File: src/rtl/tqvp_pulse_generator.sv
// TinyQV user peripheral: programmable burst of pulses on masked uo_out pins.
// Optional external trigger on ui_in[0] is built when PULSE_GEN_TRIGGER_EN is defined.
module tqvp_pulse_generator #(
    parameter logic [3:0] ADDR_CTRL   = 4'h0,
    parameter logic [3:0] ADDR_COUNT  = 4'h1,
    parameter logic [3:0] ADDR_HIGH   = 4'h2,
    parameter logic [3:0] ADDR_LOW    = 4'h3,
    parameter logic [3:0] ADDR_PINS   = 4'h4,
    parameter logic [3:0] ADDR_REMAIN = 4'h5
) (
    input  logic       clk,
    input  logic       rst_n,
    input  logic [7:0] ui_in,
    output logic [7:0] uo_out,
    input  logic [3:0] address,
    input  logic       data_write,
    input  logic [7:0] data_in,
    output logic [7:0] data_out
);

    typedef enum logic [1:0] {
        ST_IDLE = 2'd0,
        ST_HIGH = 2'd1,
        ST_LOW  = 2'd2
    } state_t;

    state_t     state_q, state_d;
    logic [7:0] count_q, high_q, low_q, pins_q;
    logic [7:0] high_sh_q, high_sh_d;
    logic [7:0] low_sh_q, low_sh_d;
    logic [7:0] phase_q, phase_d;
    logic [7:0] remain_q, remain_d;
    logic       pol_q, pol_d;
    logic       trig_en_q;
    logic       done_q, done_d;
    logic [7:0] pins_d;
    logic [7:0] uo_d;
    logic       busy;

    logic wr_ctrl, wr_count, wr_high, wr_low, wr_pins;
    logic cmd_start, cmd_stop, cmd_clr_done;
    logic trig_start, start_req;
    logic unused_ui;

    function automatic logic [7:0] at_least_one(input logic [7:0] v);
        return (v == 8'd0) ? 8'd1 : v;
    endfunction

    assign wr_ctrl  = data_write && (address == ADDR_CTRL);
    assign wr_count = data_write && (address == ADDR_COUNT);
    assign wr_high  = data_write && (address == ADDR_HIGH);
    assign wr_low   = data_write && (address == ADDR_LOW);
    assign wr_pins  = data_write && (address == ADDR_PINS);

    assign cmd_start    = wr_ctrl && data_in[0];
    assign cmd_stop     = wr_ctrl && data_in[1];
    assign cmd_clr_done = wr_ctrl && data_in[4];

    assign busy      = (state_q != ST_IDLE);
    assign unused_ui = ^ui_in;

`ifdef PULSE_GEN_TRIGGER_EN
    // Two-flop synchronizer plus a third flop for rising-edge detection.
    logic sync1_q, sync2_q, sync3_q;

    always_ff @(posedge clk or negedge rst_n) begin
        if (!rst_n) begin
            sync1_q   <= 1'b0;
            sync2_q   <= 1'b0;
            sync3_q   <= 1'b0;
            trig_en_q <= 1'b0;
        end else begin
            sync1_q <= ui_in[0];
            sync2_q <= sync1_q;
            sync3_q <= sync2_q;
            if (wr_ctrl) trig_en_q <= data_in[3];
        end
    end

    assign trig_start = trig_en_q && sync2_q && !sync3_q;
`else
    assign trig_en_q  = 1'b0;
    assign trig_start = 1'b0;
`endif

    assign start_req = cmd_start || trig_start;

    // Configuration registers; shadow copies isolate the running burst from these.
    always_ff @(posedge clk or negedge rst_n) begin
        if (!rst_n) begin
            count_q <= 8'd0;
            high_q  <= 8'd0;
            low_q   <= 8'd0;
            pins_q  <= 8'h01;
        end else begin
            if (wr_count) count_q <= data_in;
            if (wr_high)  high_q  <= data_in;
            if (wr_low)   low_q   <= data_in;
            if (wr_pins)  pins_q  <= data_in;
        end
    end

    always_ff @(posedge clk or negedge rst_n) begin
        if (!rst_n) begin
            state_q   <= ST_IDLE;
            high_sh_q <= 8'd0;
            low_sh_q  <= 8'd0;
            phase_q   <= 8'd0;
            remain_q  <= 8'd0;
            pol_q     <= 1'b0;
            done_q    <= 1'b0;
            uo_out    <= 8'h00;
        end else begin
            state_q   <= state_d;
            high_sh_q <= high_sh_d;
            low_sh_q  <= low_sh_d;
            phase_q   <= phase_d;
            remain_q  <= remain_d;
            pol_q     <= pol_d;
            done_q    <= done_d;
            uo_out    <= uo_d;
        end
    end

    always_comb begin
        state_d   = state_q;
        high_sh_d = high_sh_q;
        low_sh_d  = low_sh_q;
        phase_d   = phase_q;
        remain_d  = remain_q;
        done_d    = done_q;

        if (cmd_clr_done) done_d = 1'b0;

        // STOP is checked first so it overrides START or a trigger in any state.
        if (cmd_stop) begin
            state_d  = ST_IDLE;
            remain_d = 8'd0;
            phase_d  = 8'd0;
        end else begin
            case (state_q)
                ST_IDLE: begin
                    if (start_req && (count_q != 8'd0)) begin
                        state_d   = ST_HIGH;
                        remain_d  = count_q;
                        high_sh_d = high_q;
                        low_sh_d  = low_q;
                        phase_d   = at_least_one(high_q);
                        done_d    = 1'b0;
                    end
                end
                ST_HIGH: begin
                    if (phase_q <= 8'd1) begin
                        state_d = ST_LOW;
                        phase_d = at_least_one(low_sh_q);
                    end else begin
                        phase_d = phase_q - 8'd1;
                    end
                end
                ST_LOW: begin
                    if (phase_q <= 8'd1) begin
                        if (remain_q > 8'd1) begin
                            state_d  = ST_HIGH;
                            remain_d = remain_q - 8'd1;
                            phase_d  = at_least_one(high_sh_q);
                        end else begin
                            state_d  = ST_IDLE;
                            remain_d = 8'd0;
                            phase_d  = 8'd0;
                            done_d   = 1'b1;
                        end
                    end else begin
                        phase_d = phase_q - 8'd1;
                    end
                end
                default: begin
                    state_d  = ST_IDLE;
                    remain_d = 8'd0;
                    phase_d  = 8'd0;
                end
            endcase
        end
    end

    // Output register is fed from next-cycle values so PINS/POL writes land on the next edge.
    always_comb begin
        pol_d  = wr_ctrl ? data_in[2] : pol_q;
        pins_d = wr_pins ? data_in : pins_q;
        uo_d   = pins_d & {8{(state_d == ST_HIGH) ^ pol_d}};
    end

    always_comb begin
        data_out = 8'h00;
        case (address)
            ADDR_CTRL:   data_out = {busy, done_q, 2'b00, trig_en_q, pol_q, 2'b00};
            ADDR_COUNT:  data_out = count_q;
            ADDR_HIGH:   data_out = high_q;
            ADDR_LOW:    data_out = low_q;
            ADDR_PINS:   data_out = pins_q;
            ADDR_REMAIN: data_out = remain_q;
            default:     data_out = 8'h00;
        endcase
    end

endmodule

File: config.mk
export PLATFORM = sky130hd
export DESIGN_NAME = tqvp_pulse_generator
export DESIGN_NICKNAME = d
export VERILOG_FILES = /design/src/rtl/tqvp_pulse_generator.sv
export SDC_FILE = /design/constraint.sdc
export NUM_CORES = 1
export LEC_CHECK = 0
export ABC_AREA = 0
export ABC_CLOCK_PERIOD_IN_PS = 2600
export CAP_MARGIN = 10
export CORE_ASPECT_RATIO = 1.25
export CORE_MARGIN = 2
export CORE_UTILIZATION = 30
export CTS_BUF_LIST = sky130_fd_sc_hd__clkbuf_8 sky130_fd_sc_hd__clkbuf_16
export CTS_CLUSTER_DIAMETER = 200
export CTS_CLUSTER_SIZE = 28
export DETAILED_ROUTE_END_ITERATION = 8
export HOLD_SLACK_MARGIN = 0.1
export PLACE_DENSITY = 0.54
export SYNTH_ARGS = -nofsm -noshare
export SYNTH_HDL_FRONTEND = slang
export SYNTH_SLANG_ARGS = --single-unit
File: constraint.sdc
create_clock -name clk -period 2.6 [get_ports clk]
set_input_delay 0.39 -clock clk [delete_from_list [all_inputs] [get_ports clk]]
set_output_delay 0.39 -clock clk [all_outputs]
set_load 0.02 [all_outputs]
### A small window of the routed layout, run 1

Window x 15 to 40, y 89 to 114 µm. Cells in gray, sequential cells in the stronger gray; small squares are vias.
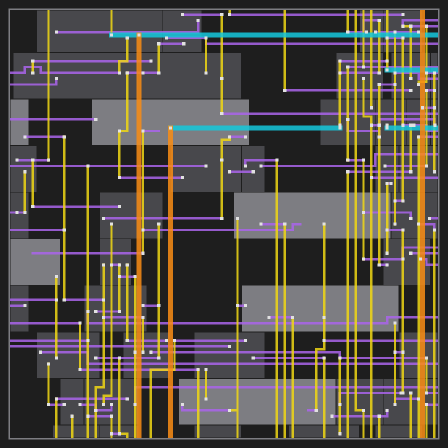
M2: shown in yellow. M1: shown in purple. M4: shown in orange. M3: shown in cyan.
Netlist names of flops here include count_q (3), pol_q (1). Sequential cells in the window: 4. Most frequent: dfrtp_1 (4). 31 logic cells have their middle in the window.

### Track usage over the die, run 1

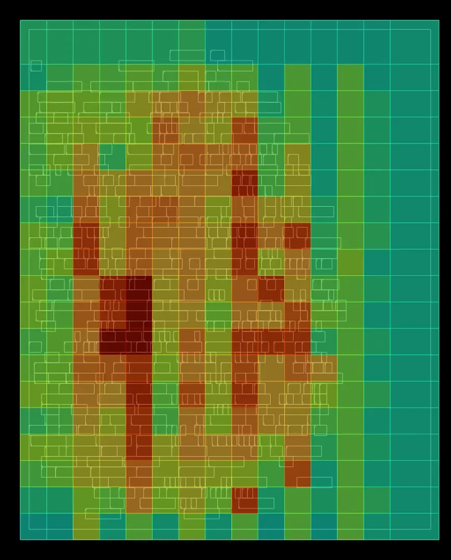
met2 Usage GRT: 33.0%
busiest grt layer: met2
Final Core Density: 38.8%

==> notes.md, run 1 <==
yosys + openroad results -> worst endpoint data arrival time 2.78 ns, CTS tree built, Root Buffer clkbuf_16, nets 503, IO Port Bufs 30, pwr/cell area 1070 nW/µm², mapped cell area 4160 µm², Setup WS pre-CTS -0.231 ns, Setup TNS 0 ns, iteration-0 DRC count of the detailed router 249, post-detail-place hpwl 9680 µm, class of the worst hold path input pin to asynchronous set/reset pin, core area 13700 µm², Worst Tran Pin Value 0.990 ns, Final GP Congestion 0.897, status finished clean, H-Tree Depth 3, top logic cells by instance count in the layout nand2_1, dfrtp_1, buf_4, pin count of the biggest net entering global routing 77, slowest stage delay, CP 0.62 ns, P_sw 2.28 mW, IO Pins 39, clk sink count 76, Total Wirelength 13000 µm, cell type with the largest total area dfrtp_1, first-pass GRT wire length 20700 µm, syn_nets 434, RR Startpoint count_q[5], Worst setup EP type flip-flop, CP Launch Type flip-flop, Synth Instances 407, initial antenna violation count 0, most numerous logic cell after layout nand2_1, Area after DPL 5000 µm², number of max-slew violations in the final report 0, Clk pwr share 22.4%, Finished Cell Area 5310 µm², VDD IR max 0.494 mV, chip height 136 µm, yosys stat area 4160 µm², Num CTS Buffers 9, Layout fillers 1414, DR WL/cell 19.8 µm, final hold violation count 0
### Sizing map, run 1

Scale: 3 px per µm.
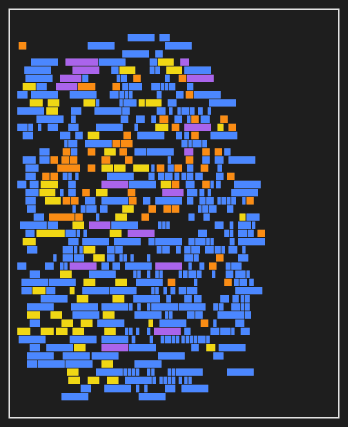
x6 and larger: shown in purple, cells 16, share 3.3%. x1 and smaller: shown in blue, cells 355, share 74%. x3 and x4: shown in orange, cells 54, share 11%. x2: shown in yellow, cells 56, share 12%.

### Cells colored by class, run 1

Scale: 3 px per µm.
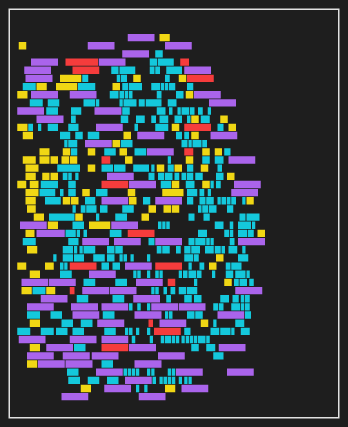
clock drivers and dummy loads: shown in red, cells 16, share of their area 5.9%. remaining logic cells: shown in cyan, cells 309, share of their area 43%. remaining buffers and delay cells: shown in yellow, cells 80, share of their area 14%. registers: shown in purple, cells 76, share of their area 37%.

==> run 1: worst paths after layout <==
| kind | end | slack, ns |
|---|---|---|
| setup / recovery | remain_q[7] | 0.10 |
| hold / removal | phase_q[1] | 0.19 |
| setup reg to reg | remain_q[7] | 0.10 |
| hold reg to reg | low_sh_q[0] | 0.47 |
| max in group asynchronous | low_sh_q[7] | 1.75 |
| min in group clk | low_sh_q[0] | 0.47 |
==> run 1: through the flow <==
stage,hold slack [ns],power (mW),utilization [%],instances
after floorplan,0.0944,3.37,-,407
after global placement,0.456,4.39,36.5,640
after detailed placement,0.461,4.42,36.5,640
after CTS,0.257,5.72,38.7,656
after global routing,0.277,6.05,38.8,656
final,0.192,5.70,38.8,656
==> run 1: registers in the layout (all words and copies together) (netlist names) <==
name,cells
count_q,8
done_q,1
high_q,8
high_sh_q,8
low_q,8
low_sh_q,8
phase_q,8
pins_q,8
pol_q,1
remain_q,8
state_q,2
uo_out,8
==> run 1: power by group through the flow <==
stage | Combinational (mW) | Sequential, mW | Clock (mW)
detailed placement | 2.55 | 1.87 | 0
floorplan | 1.57 | 1.80 | 0
global placement | 2.52 | 1.86 | 0
global route | 2.80 | 1.90 | 1.35
finish | 2.56 | 1.86 | 1.28
CTS | 2.56 | 1.85 | 1.30
==> run 1: cell usage after synthesis (5+ instances only) <==
cell type  count
mux2_2        32
nand3_1        9
a222oi_1       8
mux2i_1        5
xor2_1         5
o211ai_1       6
dfrtp_1       75
a21oi_1        6
inv_1         10
nand2_1       79
buf_2          5
a22oi_1       12
clkbuf_1      12
nor3_1        12
nor3b_2        7
nor4_1         6
o21ai_0       11
a31oi_1        7
nor2_1        14
a32oi_1        6
==> run 1: final cells by class <==
cell class / instances / area share (%)
Multi-Input combinational cell: 299 / 40.1
Sequential cell: 76 / 35.8
Timing Repair Buffer: 80 / 13.6
Clock buffer: 9 / 4.24
Tap cell: 175 / 4.12
Clock inverter: 7 / 1.39
Inverter: 10 / 0.707
==> run 1: worst max-delay path, delay by kind of cell (launching register included) <==
kind | cells | cell delay (ns)
flip-flops | 1 | 0.38
buffers and inverters | 1 | 0.15
AND-OR/OR-AND | 3 | 0.73
AND/OR/NAND/NOR | 2 | 1.19
==> run 1: per-layer routing <==
layer  up-vias  part of all wire, %  wire [µm]  GRT usage, %
met1      1793                   39       5090          21.6
met3        31                  4.6        600          3.22
met5         -                    0          0             0
met4         0                  3.9        505          9.42
met2       129                   52       6790          33.0
li1       1661                    -          -             -
==> run 1: cell families after synthesis <==
| group | after synthesis | share of synthesized area (%) |
|---|---|---|
| AOI/OAI and AO/OA | 94 | 18.1 |
| muxes | 37 | 9.86 |
| and+or+nand+nor | 157 | 20.1 |
| xor gates and xnor gates | 7 | 1.47 |
| buffers and inverters | 32 | 3.49 |
| adders and majority gates | 4 | 1.20 |
| DFF | 76 | 45.7 |
==> run 1: repair_timing <==
| action | CTS | global route |
|---|---|---|
| hold buffers | 0 | 0 |
| resized | 10 | 6 |
| endpoints found under the setup margin | 8 | 9 |
==> inputs of run 2 (changes only) <==
Settings changed: SKIP_LAST_GASP set to 1.
### Sizing map, run 2

Scale: 3 px per µm.
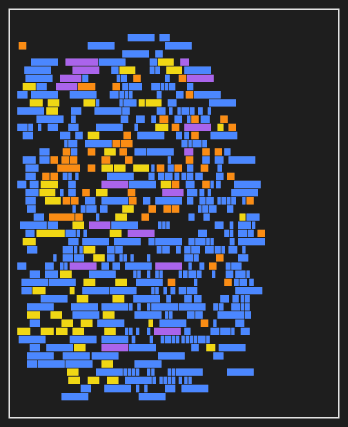
x2: shown in yellow, cells 56, share 12%. x3 and x4: shown in orange, cells 54, share 11%. x6 and larger: shown in purple, cells 16, share 3.3%. x1 and smaller: shown in blue, cells 355, share 74%.

==> run 2 against run 1 <==
Compared with the run above: synthesized cell count unchanged; area after synthesis did not move; sequential share of layout area about the same; clock skew about the same; flip-flop count unchanged; wire length down 0.56%; setup slack got worse by 0.0041 ns; sequential power about the same; hold slack improved by 0.00056 ns; global-route usage stayed put; final area is essentially flat; critical endpoint unchanged.
==> notes.md, run 2 <==
yosys + openroad results -> H-Tree Depth 3 (unchanged), top logic cells by instance count in the layout nand2_1, dfrtp_1, buf_4, drt pass-1 iters 5, CP Data Required Time 2.88 ns, Setup TNS 0 ns (unchanged), DRC 0, Worst-path clk slew 0.07 ns, Ant. Diodes 0, RSZ-0062 raised after global routing no, Mapped Avg Cell Area 10.2 µm², Top cell area share 45.1%, IO Pins 39 (unchanged), CP Class flip-flop to flip-flop, Hold-fix buffers, CTS 0 (unchanged), row count 48, core area 13700 µm² (unchanged), cell type with the largest total area dfrtp_1, cell count in the Yosys report 407, number of max-slew violations in the final report 0 (unchanged), ys flop type dfrtp_1, Final setup viols 0, yosys stat area 4160 µm² (unchanged), CP Launch Type flip-flop, fraction of registers with async set/reset 100%, chip height 136 µm (unchanged), Worst Tran Pin Value 0.993 ns (+0.00291 ns), post-detail-place hpwl 9680 µm (unchanged), clk buf depth 2, final worst path period share 96.3%, Synth Instances 407 (unchanged), ratio of cells with drive above 1 in the final layout 26.2%, Root Buffer clkbuf_16, vias per std cell 5.54, Critical Path Fanout Max 6, syn_nets 434 (unchanged), Final Core Density 38.8% (about the same), iteration-0 DRC count of the detailed router 267 (+7.2%), tool warnings 37, Area after DPL 5000 µm² (unchanged), reg2reg path depth 6, Num CTS Buffers 9 (unchanged), final hold violation count 0 (unchanged), area grow syn2layout 27.7%, Final GP Congestion 0.897 (unchanged), leak pwr 2.43 nW, class of the worst hold path input pin to asynchronous set/reset pin, relative max-transition margin 33.8%, Global Route Usage Sum 18.8%, most common cell in the netlist nand2_1, IO Port Bufs 30 (unchanged), Flops after synth 76, CTS tree built, max cap viols 0, clk sink count 76 (unchanged), Seq share, synth 45.7%, pwr/cell area 1070 nW/µm² (-0.12%), top cells by count nand2_1, dfrtp_1, mux2_2, nor2_1, Total Wirelength 12900 µm (-0.56%), vias after detailed routing 3636, Design Power 5.70 mW (about the same), Worst Clk Skew 0.0107 ns, pin count of the biggest net entering global routing 77 (unchanged), top cells, area dfrtp_1, mux2_2, nand2_1, initial antenna violation count 0 (unchanged), Die Size 14800 µm², vias in the first global route 3682, remaining global-route overflow 0, most numerous logic cell after layout nand2_1, fin crit period 2.50 ns, status finished clean, Worst R2R Setup Slack 0.1 ns (about the same), VDD IR max 0.494 mV (about the same), first-pass GRT wire length 20700 µm (unchanged), fp_density 30.4%, die width 109 µm, Yosys warning count 0, Worst setup EP type flip-flop, FMAX 0.399 GHz, Post-synth EDFFs 0, DR WL/cell 19.7 µm (-0.56%), Finished Cell Area 5310 µm² (about the same), post-route antenna net violation count 0, worst endpoint data arrival time 2.79 ns (about the same), insertion delay to the later sink of the worst-skew pair 0.35 ns, post-synthesis cell type count 65, mapped cell area 4160 µm² (unchanged), nets 503 (unchanged)
==> run 2: cell counts after synthesis <==
Identical to the previous run, type by type.
==> run 2: repair_timing <==
action | in CTS | in global routing
setup endpoints to repair | 8 | 9
buffers inserted | 0 | 0
resized | 9 | 7
==> run 2: final timing paths <==
check                       startpoint           to
setup reg to reg            count_q[5]  remain_q[7]
max in group asynchronous        rst_n     low_q[4]
hold / removal                   rst_n   phase_q[1]
min in group clk           low_sh_q[0]  low_sh_q[0]
setup / recovery            count_q[5]  remain_q[7]
hold reg to reg            low_sh_q[0]  low_sh_q[0]
==> run 2: cell families after synthesis <==
group / synth area share (%)
buf+inv: 3.49
compound gates: 18.1
simple gates: 20.1
fa+ha+maj: 1.20
xor+xnor: 1.47
flops: 45.7
mux: 9.86
==> run 2: per-layer routing <==
layer | track usage [%] | routed length [µm] | vias up
met5 | 0 | 0 | -
met4 | 9.42 | 525 | 0
met3 | 3.22 | 520 | 34
met2 | 33.0 | 6710 | 126
met1 | 21.6 | 5150 | 1815
li1 | - | - | 1661
==> run 2: area by class of cell <==
type                       count  area, µm²
clock buffer                   9        225
clock inverter                 7       73.8
fill                        1414       8380
inverter                      10       37.5
multi-input combinational    299       2130
sequential                    76       1900
tap                          175        219
timing repair buffer          80        726
==> run 2: where the power goes <==
group | total, mW | internal, mW | switching, mW
logic | 2.56 | 1.17 | 1.39
registers | 1.86 | 1.50 | 0.358
clock network | 1.28 | 0.748 | 0.533
==> run 2: worst max-delay path: stages (launching register included) <==
cell	delay (ns)
dfrtp_1	0.38
or4_1	0.57
o2111a_1	0.31
buf_4	0.15
nor3_1	0.62
a21o_1	0.25
a22o_1	0.17
==> run 2: per-stage QoR <==
step,hold WS [ns],worst slack (ns),std cells
3_5_place_dp,0.461,-0.231,640
5_1_grt,0.277,0.00858,656
2_1_floorplan,0.0944,0.345,407
4_1_cts,0.257,-0.194,656
6_report,0.193,0.0968,656
3_3_place_gp,0.456,-0.193,640
Power is estimated from default activity; no workload was simulated.
